$ cat src/rtl/psum_collector_if.sv
// ---------------------------------------------------------------------------
// psum_collector_if
//   Bundles the signals between the systolic array / tile controller and the
//   partial-sum collector, plus the unified buffer write port it drives.
//
//   Tile control : Start, Base_Addr, Busy, Done, Skew_Err
//   Array side   : In_Valid[SIZE], Psum_In_0..7 (signed column outputs)
//   Buffer side  : Wr_en, Wr_Addr, Wr_Data_0..7
//
//   modport master : environment side (drives array/control inputs)
//   modport slave  : collector side (drives the write port and status)
// ---------------------------------------------------------------------------
interface psum_collector_if #(
    parameter int SIZE              = 8,
    parameter int PARTIAL_SUM_WIDTH = 2*SIZE+$clog2(SIZE),
    parameter int ADDR_WIDTH        = 6
);
    logic                                Start;
    logic        [ADDR_WIDTH-1:0]        Base_Addr;
    logic        [SIZE-1:0]              In_Valid;
    logic signed [PARTIAL_SUM_WIDTH-1:0] Psum_In_0;
    logic signed [PARTIAL_SUM_WIDTH-1:0] Psum_In_1;
    logic signed [PARTIAL_SUM_WIDTH-1:0] Psum_In_2;
    logic signed [PARTIAL_SUM_WIDTH-1:0] Psum_In_3;
    logic signed [PARTIAL_SUM_WIDTH-1:0] Psum_In_4;
    logic signed [PARTIAL_SUM_WIDTH-1:0] Psum_In_5;
    logic signed [PARTIAL_SUM_WIDTH-1:0] Psum_In_6;
    logic signed [PARTIAL_SUM_WIDTH-1:0] Psum_In_7;

    logic                                Wr_en;
    logic        [ADDR_WIDTH-1:0]        Wr_Addr;
    logic        [PARTIAL_SUM_WIDTH-1:0] Wr_Data_0;
    logic        [PARTIAL_SUM_WIDTH-1:0] Wr_Data_1;
    logic        [PARTIAL_SUM_WIDTH-1:0] Wr_Data_2;
    logic        [PARTIAL_SUM_WIDTH-1:0] Wr_Data_3;
    logic        [PARTIAL_SUM_WIDTH-1:0] Wr_Data_4;
    logic        [PARTIAL_SUM_WIDTH-1:0] Wr_Data_5;
    logic        [PARTIAL_SUM_WIDTH-1:0] Wr_Data_6;
    logic        [PARTIAL_SUM_WIDTH-1:0] Wr_Data_7;
    logic                                Busy;
    logic                                Done;
    logic                                Skew_Err;

    modport master (
        output Start, Base_Addr, In_Valid,
        output Psum_In_0, Psum_In_1, Psum_In_2, Psum_In_3,
        output Psum_In_4, Psum_In_5, Psum_In_6, Psum_In_7,
        input  Wr_en, Wr_Addr,
        input  Wr_Data_0, Wr_Data_1, Wr_Data_2, Wr_Data_3,
        input  Wr_Data_4, Wr_Data_5, Wr_Data_6, Wr_Data_7,
        input  Busy, Done, Skew_Err
    );

    modport slave (
        input  Start, Base_Addr, In_Valid,
        input  Psum_In_0, Psum_In_1, Psum_In_2, Psum_In_3,
        input  Psum_In_4, Psum_In_5, Psum_In_6, Psum_In_7,
        output Wr_en, Wr_Addr,
        output Wr_Data_0, Wr_Data_1, Wr_Data_2, Wr_Data_3,
        output Wr_Data_4, Wr_Data_5, Wr_Data_6, Wr_Data_7,
        output Busy, Done, Skew_Err
    );
endinterface

$ cat src/rtl/psum_collector.sv
// ---------------------------------------------------------------------------
// psum_collector
//   De-skews the column partial sums leaving the bottom of the systolic array
//   and writes one aligned row per cycle into the unified buffer. Column j of
//   a row leaves the array j cycles after column 0, so column j is delayed by
//   SIZE-1-j stages; all columns then share one output register.
//
//   Ports:
//     clk      : rising-edge clock
//     rst_n    : asynchronous active-low reset (clears control, delay lines
//                and outputs)
//     bus      : psum_collector_if.slave
//                Start/Base_Addr open a tile, In_Valid/Psum_In_* carry the
//                skewed columns, Wr_en/Wr_Addr/Wr_Data_* form the buffer
//                write port, Busy/Done/Skew_Err report tile status.
// ---------------------------------------------------------------------------
module psum_collector #(
    parameter int SIZE              = 8,
    parameter int PARTIAL_SUM_WIDTH = 2*SIZE+$clog2(SIZE),
    parameter int ROWS              = 8,
    parameter int ADDR_WIDTH        = 6
) (
    input  logic             clk,
    input  logic             rst_n,
    psum_collector_if.slave  bus
);
    localparam int PSW   = PARTIAL_SUM_WIDTH;
    localparam int CNT_W = (ROWS > 1) ? $clog2(ROWS) : 1;

    typedef enum logic {
        IDLE   = 1'b0,
        ACTIVE = 1'b1
    } state_t;

    state_t state;
    state_t state_nxt;

    logic signed [PSW-1:0]        psum_in    [SIZE];
    logic signed [PSW-1:0]        align_data [SIZE];
    logic        [SIZE-1:0]       align_vld;

    logic        [ADDR_WIDTH-1:0] addr_q;
    logic        [ADDR_WIDTH-1:0] addr_nxt;
    logic        [CNT_W-1:0]      row_cnt;
    logic        [CNT_W-1:0]      row_cnt_nxt;
    logic                         err_q;
    logic                         err_nxt;
    logic                         do_write;
    logic                         last_write;
    logic                         start_ok;

    logic                         wr_en_p;
    logic                         done_p;
    logic        [ADDR_WIDTH-1:0] wr_addr_p;
    logic signed [PSW-1:0]        wr_data_p  [SIZE];

    assign psum_in[0] = bus.Psum_In_0;
    assign psum_in[1] = bus.Psum_In_1;
    assign psum_in[2] = bus.Psum_In_2;
    assign psum_in[3] = bus.Psum_In_3;
    assign psum_in[4] = bus.Psum_In_4;
    assign psum_in[5] = bus.Psum_In_5;
    assign psum_in[6] = bus.Psum_In_6;
    assign psum_in[7] = bus.Psum_In_7;

    // ---- de-skew stages: column j is delayed SIZE-1-j cycles ----
    for (genvar j = 0; j < SIZE; j++) begin : g_col
        localparam int DEPTH = SIZE - 1 - j;
        if (DEPTH == 0) begin : g_direct
            // Last column arrives already aligned and feeds the output
            // register straight from the port.
            assign align_data[j] = psum_in[j];
            assign align_vld[j]  = bus.In_Valid[j];
        end else begin : g_delay
            logic signed [PSW-1:0]   dly_data_p [DEPTH];
            logic        [DEPTH-1:0] dly_vld_p;

            // Stages shift every cycle; valid is masked outside a tile so
            // stray array output never lines up into a write.
            always_ff @(posedge clk or negedge rst_n) begin
                if (!rst_n) begin
                    for (int k = 0; k < DEPTH; k++) begin
                        dly_data_p[k] <= '0;
                    end
                    dly_vld_p <= '0;
                end else begin
                    dly_data_p[0] <= psum_in[j];
                    dly_vld_p[0]  <= bus.In_Valid[j] && (state == ACTIVE);
                    for (int k = 1; k < DEPTH; k++) begin
                        dly_data_p[k] <= dly_data_p[k-1];
                        dly_vld_p[k]  <= dly_vld_p[k-1];
                    end
                end
            end

            assign align_data[j] = dly_data_p[DEPTH-1];
            assign align_vld[j]  = dly_vld_p[DEPTH-1];
        end
    end

    // ---- tile control: next state, address, row count, error ----
    always_comb begin
        state_nxt   = state;
        addr_nxt    = addr_q;
        row_cnt_nxt = row_cnt;
        err_nxt     = err_q;

        do_write   = (state == ACTIVE) && (&align_vld);
        last_write = do_write && (row_cnt == CNT_W'(ROWS - 1));
        // A Start is honoured when idle, or when it coincides with the
        // final write so the next tile can follow without a gap.
        start_ok   = bus.Start && ((state == IDLE) || last_write);

        if (do_write) begin
            addr_nxt    = addr_q + ADDR_WIDTH'(SIZE);
            row_cnt_nxt = row_cnt + 1'b1;
        end
        if (last_write) begin
            state_nxt = IDLE;
        end
        // Some but not all columns valid at alignment: the row is torn.
        if ((state == ACTIVE) && (|align_vld) && !(&align_vld)) begin
            err_nxt = 1'b1;
        end
        if (start_ok) begin
            state_nxt   = ACTIVE;
            addr_nxt    = bus.Base_Addr;
            row_cnt_nxt = '0;
            err_nxt     = 1'b0;
        end
    end

    always_ff @(posedge clk or negedge rst_n) begin
        if (!rst_n) begin
            state   <= IDLE;
            addr_q  <= '0;
            row_cnt <= '0;
            err_q   <= 1'b0;
            wr_en_p <= 1'b0;
            done_p  <= 1'b0;
        end else begin
            state   <= state_nxt;
            addr_q  <= addr_nxt;
            row_cnt <= row_cnt_nxt;
            err_q   <= err_nxt;
            wr_en_p <= do_write;
            done_p  <= last_write;
        end
    end

    // ---- output register: loads only on a write, holds otherwise ----
    always_ff @(posedge clk or negedge rst_n) begin
        if (!rst_n) begin
            wr_addr_p <= '0;
            for (int j = 0; j < SIZE; j++) begin
                wr_data_p[j] <= '0;
            end
        end else if (do_write) begin
            wr_addr_p <= addr_q;
            for (int j = 0; j < SIZE; j++) begin
                wr_data_p[j] <= align_data[j];
            end
        end
    end

    assign bus.Wr_en     = wr_en_p;
    assign bus.Wr_Addr   = wr_addr_p;
    assign bus.Wr_Data_0 = wr_data_p[0];
    assign bus.Wr_Data_1 = wr_data_p[1];
    assign bus.Wr_Data_2 = wr_data_p[2];
    assign bus.Wr_Data_3 = wr_data_p[3];
    assign bus.Wr_Data_4 = wr_data_p[4];
    assign bus.Wr_Data_5 = wr_data_p[5];
    assign bus.Wr_Data_6 = wr_data_p[6];
    assign bus.Wr_Data_7 = wr_data_p[7];
    assign bus.Done      = done_p;
    assign bus.Skew_Err  = err_q;
    // Busy covers the cycle of the final write and drops the cycle after.
    assign bus.Busy      = (state == ACTIVE) || done_p;

endmodule

$ cat src/flat_wrapper.sv
// flat-port wrapper written by rule: the top's interface ports become plain ports
module psum_collector_flat 
#(
    parameter int SIZE              = 8,
    parameter int PARTIAL_SUM_WIDTH = 2*SIZE+$clog2(SIZE),
    parameter int ROWS              = 8,
    parameter int ADDR_WIDTH        = 6
)
  (clk, rst_n, bus_Start, bus_Base_Addr, bus_In_Valid, bus_Psum_In_0, bus_Psum_In_1, bus_Psum_In_2, bus_Psum_In_3, bus_Psum_In_4, bus_Psum_In_5, bus_Psum_In_6, bus_Psum_In_7, bus_Wr_en, bus_Wr_Addr, bus_Wr_Data_0, bus_Wr_Data_1, bus_Wr_Data_2, bus_Wr_Data_3, bus_Wr_Data_4, bus_Wr_Data_5, bus_Wr_Data_6, bus_Wr_Data_7, bus_Busy, bus_Done, bus_Skew_Err);
  psum_collector_if #(.SIZE(SIZE), .PARTIAL_SUM_WIDTH(PARTIAL_SUM_WIDTH), .ADDR_WIDTH(ADDR_WIDTH)) bus_i ();
  input  logic clk;
  input  logic rst_n;
  input wire logic [$bits(bus_i.Start)-1:0] bus_Start;
  input wire logic [$bits(bus_i.Base_Addr)-1:0] bus_Base_Addr;
  input wire logic [$bits(bus_i.In_Valid)-1:0] bus_In_Valid;
  input wire logic [$bits(bus_i.Psum_In_0)-1:0] bus_Psum_In_0;
  input wire logic [$bits(bus_i.Psum_In_1)-1:0] bus_Psum_In_1;
  input wire logic [$bits(bus_i.Psum_In_2)-1:0] bus_Psum_In_2;
  input wire logic [$bits(bus_i.Psum_In_3)-1:0] bus_Psum_In_3;
  input wire logic [$bits(bus_i.Psum_In_4)-1:0] bus_Psum_In_4;
  input wire logic [$bits(bus_i.Psum_In_5)-1:0] bus_Psum_In_5;
  input wire logic [$bits(bus_i.Psum_In_6)-1:0] bus_Psum_In_6;
  input wire logic [$bits(bus_i.Psum_In_7)-1:0] bus_Psum_In_7;
  output wire logic [$bits(bus_i.Wr_en)-1:0] bus_Wr_en;
  output wire logic [$bits(bus_i.Wr_Addr)-1:0] bus_Wr_Addr;
  output wire logic [$bits(bus_i.Wr_Data_0)-1:0] bus_Wr_Data_0;
  output wire logic [$bits(bus_i.Wr_Data_1)-1:0] bus_Wr_Data_1;
  output wire logic [$bits(bus_i.Wr_Data_2)-1:0] bus_Wr_Data_2;
  output wire logic [$bits(bus_i.Wr_Data_3)-1:0] bus_Wr_Data_3;
  output wire logic [$bits(bus_i.Wr_Data_4)-1:0] bus_Wr_Data_4;
  output wire logic [$bits(bus_i.Wr_Data_5)-1:0] bus_Wr_Data_5;
  output wire logic [$bits(bus_i.Wr_Data_6)-1:0] bus_Wr_Data_6;
  output wire logic [$bits(bus_i.Wr_Data_7)-1:0] bus_Wr_Data_7;
  output wire logic [$bits(bus_i.Busy)-1:0] bus_Busy;
  output wire logic [$bits(bus_i.Done)-1:0] bus_Done;
  output wire logic [$bits(bus_i.Skew_Err)-1:0] bus_Skew_Err;
  assign bus_i.Start = bus_Start;
  assign bus_i.Base_Addr = bus_Base_Addr;
  assign bus_i.In_Valid = bus_In_Valid;
  assign bus_i.Psum_In_0 = bus_Psum_In_0;
  assign bus_i.Psum_In_1 = bus_Psum_In_1;
  assign bus_i.Psum_In_2 = bus_Psum_In_2;
  assign bus_i.Psum_In_3 = bus_Psum_In_3;
  assign bus_i.Psum_In_4 = bus_Psum_In_4;
  assign bus_i.Psum_In_5 = bus_Psum_In_5;
  assign bus_i.Psum_In_6 = bus_Psum_In_6;
  assign bus_i.Psum_In_7 = bus_Psum_In_7;
  assign bus_Wr_en = bus_i.Wr_en;
  assign bus_Wr_Addr = bus_i.Wr_Addr;
  assign bus_Wr_Data_0 = bus_i.Wr_Data_0;
  assign bus_Wr_Data_1 = bus_i.Wr_Data_1;
  assign bus_Wr_Data_2 = bus_i.Wr_Data_2;
  assign bus_Wr_Data_3 = bus_i.Wr_Data_3;
  assign bus_Wr_Data_4 = bus_i.Wr_Data_4;
  assign bus_Wr_Data_5 = bus_i.Wr_Data_5;
  assign bus_Wr_Data_6 = bus_i.Wr_Data_6;
  assign bus_Wr_Data_7 = bus_i.Wr_Data_7;
  assign bus_Busy = bus_i.Busy;
  assign bus_Done = bus_i.Done;
  assign bus_Skew_Err = bus_i.Skew_Err;
  psum_collector #(.SIZE(SIZE), .PARTIAL_SUM_WIDTH(PARTIAL_SUM_WIDTH), .ROWS(ROWS), .ADDR_WIDTH(ADDR_WIDTH)) u_core (.clk(clk), .rst_n(rst_n), .bus(bus_i));
endmodule
$ cat config.mk
export PLATFORM = sky130hd
export DESIGN_NAME = psum_collector_flat
export DESIGN_NICKNAME = d
export VERILOG_FILES = /design/src/rtl/psum_collector_if.sv /design/src/rtl/psum_collector.sv /design/src/flat_wrapper.sv
export SDC_FILE = /design/constraint.sdc
export NUM_CORES = 1
export LEC_CHECK = 0
export CORE_UTILIZATION = 50
export DETAILED_ROUTE_END_ITERATION = 6
export HOLD_SLACK_MARGIN = 0.12
export PLACE_DENSITY = 0.77
export SYNTH_ARGS = -nofsm -noshare
export SYNTH_HDL_FRONTEND = slang
export SYNTH_SLANG_ARGS = --single-unit
$ cat constraint.sdc
create_clock -name clk -period 4.6 [get_ports clk]
set_clock_uncertainty 0.2 [all_clocks]
set_input_delay 0.46 -clock clk [delete_from_list [all_inputs] [get_ports clk]]
set_output_delay 0.46 -clock clk [all_outputs]
set_load 0.01 [all_outputs]
==> summary.txt, run 1 <==
impl run done, here's what came out: status finished clean, initial antenna violation count 0, endpoint type of the worst setup path flop, Worst Tran Pin Value between 1 and 1.5 ns, Post-synth area hogs dfrtp_1 (88%), mux2_1 (7.2%), mux2_2 (1.6%), clk root buf clkbuf_16, Syn-to-layout area delta 36.3%, DIE AREA about 0.042 mm², clk sinks about 730, share of cells above drive strength 1 0.110, Worst Hold Slack between 0.1 and 0.15 ns, period utilization 0.614, count of library flops with an enable pin 0, hold endpoint u_core.g_col[0].g_delay.dly_data_p[73], arrival time of the worst setup path approximately 3.1 ns, clk slew on worst S/H paths around 0.06 ns, post-synthesis sequential area ratio 0.885, top-level I/O count around 330, fin. max-slew vios 0, met1 WL roughly 15 mm, post-synthesis mux area share 0.0887, area of the mapped netlist about 0.021 mm², std cell rows between 70 and 80, Worst IR Drop VDD around 0.31 mV, critical path class reg2reg, Largest register FFs between 400 and 500, Tool Warnings 32, dominant logic cell types in the final layout dfrtp_1 (731), clkdlybuf4s50_1 (329), mux2_1 (132), dlygate4sd3_1 (116), clkbuf_16 (72), synthesis warning total 0, Lkg Pwr 13.0 nW, CP required 4.85 ns, TritonCTS clock tree done, met2 Use GR 0.312, commonest cells in the netlist dfrtp_1 (731), mux2_1 (132), mux2_2 (30), FF-to-FF End u_core.bus.Wr_Data_4[14], n_diodes 0, Simple-Gate Area Share 0.00878, nets 1661, # Cells Yosys between 900 and 1000, Port Buffers ~330, RR Startpoint u_core.state, crit path to u_core.bus.Wr_Data_4[14], min-delay src u_core.g_col[0].g_delay.dly_data_p[92], chip width between 200 and 250 µm, flops out of synthesis ~730, CP Launch Type flop, most numerous cell in the Yosys netlist dfrtp_1, Via density 4.65, Tightest Hold Check Type reg2reg, met3 WL post-DR ~2.3 mm, fmax between 0.3 and 0.4 GHz, Mapped Cells 967, DRT Pass-1 Iters 4, GR Overflow Total 0, DR WL/cell approximately 18 µm, DIE HEIGHT just over 200 µm, aoi share 0.00563, maxcap violations 0, DRC 0, normalized max-slew margin 0.281, Num CTS Buffers about 70, area leader, netlist dfrtp_1, Adder Share, Synth 0.00182, YS chip area 0.0207 mm², setup violators final 0, vias in the first global route 11000
==> run 1: through the flow <==
stage | power [W] | worst slack [ns] | util | std cells | instance area (µm²)
3_5_place_dp | 0.00764 | 1.39 | 0.606 | 1833 | 24800
3_3_place_gp | 0.00760 | 1.42 | 0.606 | 1833 | 24800
2_1_floorplan | 0.00710 | 2.71 | - | 967 | 20700
4_1_cts | 0.0133 | 1.77 | 0.690 | 2074 | 28200
5_1_grt | 0.0137 | 1.58 | 0.690 | 2075 | 28200
6_report | 0.0132 | 1.77 | 0.690 | 2075 | 28200
==> run 1: report_power, final <==
group / leakage [nW] / internal [W] / switching (W)
Clock: 1.11 / 0.00325 / 0.00230
Combinational: 2.99 / 0.000408 / 0.000299
Sequential: 8.85 / 0.00677 / 0.000132
==> run 1: layout make-up <==
| type | instances | area, µm² |
|---|---|---|
| clock buffer | 107 | 2080 |
| clock inverter | 19 | 174 |
| fill | 2462 | 12700 |
| inverter | 3 | 11.3 |
| multi-input combinational | 213 | 2180 |
| sequential | 731 | 18300 |
| tap | 532 | 666 |
| timing repair buffer | 470 | 4770 |
==> run 1: critical path, cell delays in order (launching register included) <==
cell	delay, ns
dfrtp_1	0.71
inv_2	0.10
nor3_4	0.90
buf_12	0.36
mux2_1	0.39
==> run 1: what timing repair did <==
item | in CTS | in global routing
setup buffers | 0 | 0
hold endpoints to repair | 219 | 1
setup endpoints to repair | 0 | 0
hold buffers | 115 | 1
==> run 1: kinds of logic after synthesis <==
| group | count (synthesis) |
|---|---|
| flip-flops | 731 |
| multiplexers | 163 |
| buffers and inverters | 23 |
| AND/OR/NAND/NOR | 33 |
| adder cells (fa/ha/maj) | 3 |
| AND-OR/OR-AND | 14 |
Fig. 1: run 1, metal 1
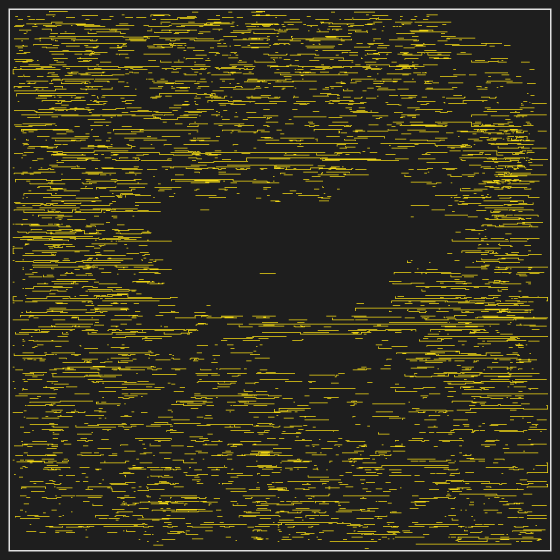
share of all routed wire: 39%
longest straight run: 95.2 µm
nets with wire on the layer: 1485

Fig. 2: run 1, M3 wires
The bar under the picture is 50 µm long.
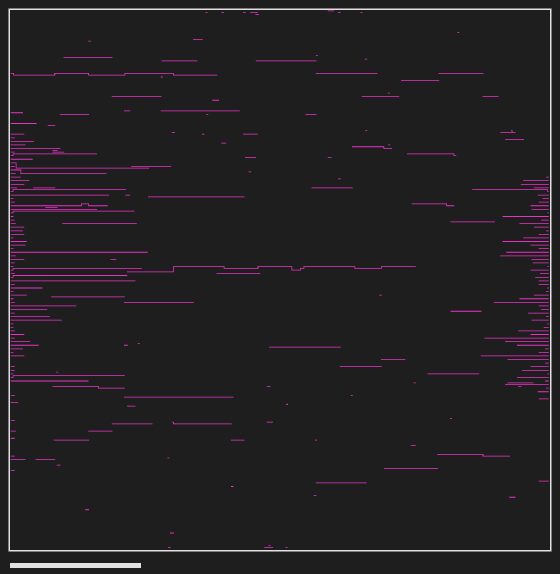
longest straight run: 51.8 µm
wire length on this layer: 2340 µm
main direction: horizontal
nets with wire on the layer: 176
vias: 9646
WL final: 37.9 mm
M3 GR Usage: 0.0500

Fig. 3: run 1, routed metal per tile
The bar under the picture is 50 µm long. 21 x 21 tiles, from dark blue (low) to red (high), scaled to the fullest tile. Values are wire area over tile area, all layers added.
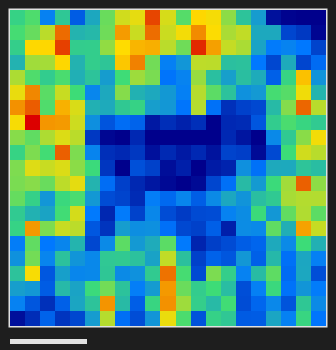
nearly empty tiles: 3.9%
densest ninth of the die: top center
emptiest ninth of the die: center
mean over tiles: 0.15
fullest tile: 0.37

==> run 2: changes to the inputs <==
--- a/config.mk
+++ b/config.mk
@@ -5,10 +5,10 @@
 export SDC_FILE = /design/constraint.sdc
 export NUM_CORES = 1
 export LEC_CHECK = 0
-export CORE_UTILIZATION = 50
+export CORE_UTILIZATION = 47
 export DETAILED_ROUTE_END_ITERATION = 6
 export HOLD_SLACK_MARGIN = 0.12
-export PLACE_DENSITY = 0.77
+export PLACE_DENSITY = 0.76
 export SYNTH_ARGS = -nofsm -noshare
 export SYNTH_HDL_FRONTEND = slang
 export SYNTH_SLANG_ARGS = --single-unit
==> constraint.sdc (replaced) <==
create_clock -name clk -period 2.45 [get_ports clk]
set_clock_uncertainty 0.2 [all_clocks]
set_input_delay 0.245 -clock clk [delete_from_list [all_inputs] [get_ports clk]]
set_output_delay 0.245 -clock clk [all_outputs]
set_load 0.01 [all_outputs]
==> run 2 against run 1 <==
- die size is 6.3% higher
- synthesized cell count stayed put
- critical path depth is 1 higher
- via count is 3.4% higher
- fmax is 34% higher
- clock-buffer cell count is 4 lower
- total power is 93% higher
- area after synthesis stayed put
- cell area is 3.4% higher
- first-iteration DRC count is 11% lower
- sequential share of layout area is 2.1 points lower
- utilization is 1.7 points lower
==> summary.txt, run 2 <==
impl run done, here's what came out: area of the mapped netlist 0.0207 mm², asr flop ratio synth 1.00, commonest cells in the netlist dfrtp_1 (731), mux2_1 (132), mux2_2 (30), status finished clean, top-level I/O count 331, RR Startpoint u_core.g_col[1].g_delay.dly_vld_p[5], DR WL/cell between 15 and 20 µm, FF-to-FF End u_core.bus.Wr_Data_7[8], setup violators final 0, GRT Overall Usage 0.192, Mapped Cells 967, dominant logic cell types in the final layout dfrtp_1 (731), clkdlybuf4s50_1 (328), dlygate4sd3_1 (166), mux2_1 (132), clkbuf_16 (73), met1 WL roughly 16 mm, crit-path most repeated cell buf_12, fin. max-slew vios 0, clk slew on worst S/H paths 0.07 ns, clk root buf clkbuf_16, hold endpoint u_core.g_col[0].g_delay.dly_data_p[73], Post-synth area hogs dfrtp_1 (88%), mux2_1 (7.2%), mux2_2 (1.6%), arrival time of the worst setup path approximately 2.4 ns, initial antenna violation count 6, DRT Pass-1 Iters 4, Syn-to-layout area delta 40.9%, Num CTS Buffers about 71, # Cells Yosys ~970, Max Used Layer met5, flops out of synthesis 731, Adder Share, Synth 0.00182, Largest stage delay, worst path ~0.38 ns, chip width 212 µm, total power 0.0254 W, nets ~1700, Tightest Hold Check Type reg2reg, count of library flops with an enable pin 0, YS chip area 0.0207 mm², setup bufs post-CTS 0, synthesis warning total 0, Worst Path Buf+Inv 2, Port Buffers between 300 and 400, core area ~0.043 mm², Tool Warnings 28, Synth Area per Inst roughly 21 µm², Lkg Pwr approximately 13 nW, maxcap violations 0, critical path class reg2reg, fmax 0.475 GHz, most numerous cell in the Yosys netlist dfrtp_1, crit path to u_core.bus.Wr_Data_7[8], post-synthesis mux area share 0.0887, CP Launch Type flop, Simple-Gate Area Share 0.00878, share of cells above drive strength 1 0.120, post-synthesis sequential area ratio 0.885, Worst R2R Path Depth 5, area leader, netlist dfrtp_1, vias between 9000 and 10000, DRC 0, Worst IR Drop VDD between 0.6 and 0.7 mV, min-delay src u_core.g_col[0].g_delay.dly_data_p[92], DIE AREA roughly 0.045 mm², GR Overflow Total 0, DIE HEIGHT approximately 210 µm, internal reg-to-reg setup slack about 0.35 ns, filler instances about 2600, normalized max-slew margin 0.584, cts hold-fix bufs 167, crit path max-delay cell type mux2_1, Final Hold Viols 0, met3 WL post-DR between 2 and 2.5 mm, aoi share 0.00563, period utilization 0.859, Pwr per Cell Area slightly below 900 mW/mm², std cell rows approximately 76, CP required ~2.7 ns, endpoint type of the worst setup path flop, Via density roughly 4.5, TritonCTS clock tree done, Critical Path, Cell by Cell nand4_2, nor3_4, buf_12, buf_12, mux2_1, CP delay by family, top simple AND/OR/NAND/NOR gates, clk sinks between 700 and 800, Worst Tran Pin Value roughly 0.62 ns, Largest register FFs 418, CP Depth 5, vias in the first global route 11500
## run 2: cell types whose count changed in the layout (fill, tap and decap cells not counted), sizes merged
cell / previous run / this run
dlygate4sd3: 116 / 166
clkbuf: 107 / 103
buf: 25 / 41
clkinv: 13 / 15
bufinv: 2 / 3
clkdlybuf4s50: 329 / 328
diode: 0 / 5
dlymetal6s2s: 0 / 1
## run 2: power by group
group	internal (W)	total (W)	switching, W
Combinational	0.000846	0.00144	0.000591
Clock	0.00641	0.0109	0.00453
Sequential	0.0127	0.0130	0.000261
Total	0.0200	0.0254	0.00538
## run 2: per-layer routing
| metal | vias to the layer above | global-route usage |
|---|---|---|
| li1 | 4364 | - |
| met1 | 5230 | 0.227 |
| met5 | - | 0 |
| met4 | 2 | 0.0797 |
| met2 | 274 | 0.333 |
| met3 | 103 | 0.0509 |
## run 2: metrics by stage
stage / hold WS [ns] / util / worst slack, ns / cell area (µm²) / instances
6_report: 0.134 / 0.673 / 0.345 / 29100 / 2198
5_1_grt: 0.135 / 0.673 / 0.225 / 29100 / 2198
4_1_cts: 0.143 / 0.673 / 0.0142 / 29100 / 2193
3_5_place_dp: -0.0324 / 0.579 / 0.0467 / 25100 / 1901
3_3_place_gp: -0.0325 / 0.579 / 0.0543 / 25100 / 1901
2_1_floorplan: -0.251 / - / 0.636 / 20700 / 967
## run 2: area by class of cell
type | instances | area [µm²] | area share
sequential | 731 | 18300 | 0.628
timing repair buffer | 536 | 5520 | 0.190
multi-input combinational | 213 | 2180 | 0.0747
clock buffer | 103 | 2130 | 0.0731
tap | 585 | 732 | 0.0251
clock inverter | 22 | 255 | 0.00876
antenna | 5 | 12.5 | 0.000429
inverter | 3 | 11.3 | 0.000387
Fig. 4: run 2, M3 wires
The bar under the picture is 50 µm long.
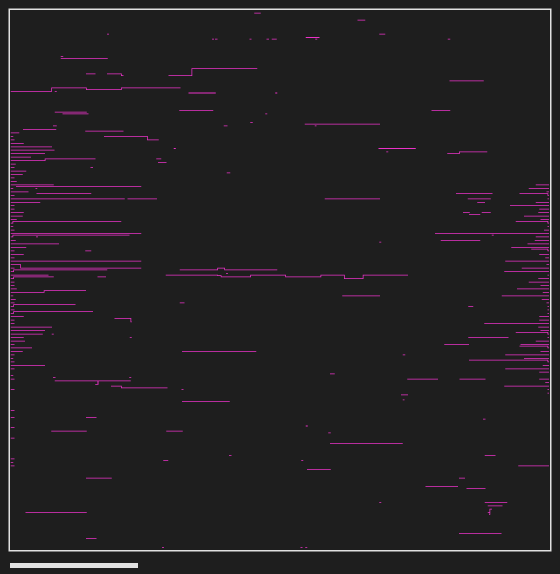
main direction: horizontal
wire length on this layer: 2200 µm
share of all routed wire: 5.3%

Fig. 5: run 2, metal 1
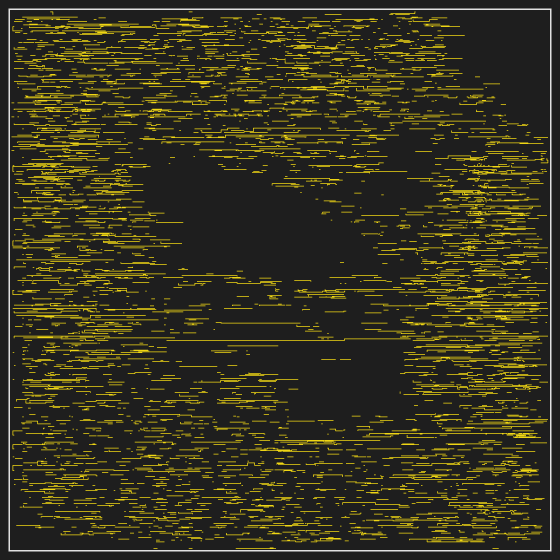
share of all routed wire: 39%
wire length on this layer: 15900 µm
longest straight run: 69.7 µm
met1 Track Usage GR: 0.227
WL final: 41.1 mm

Power and IR drop assume default switching activity.
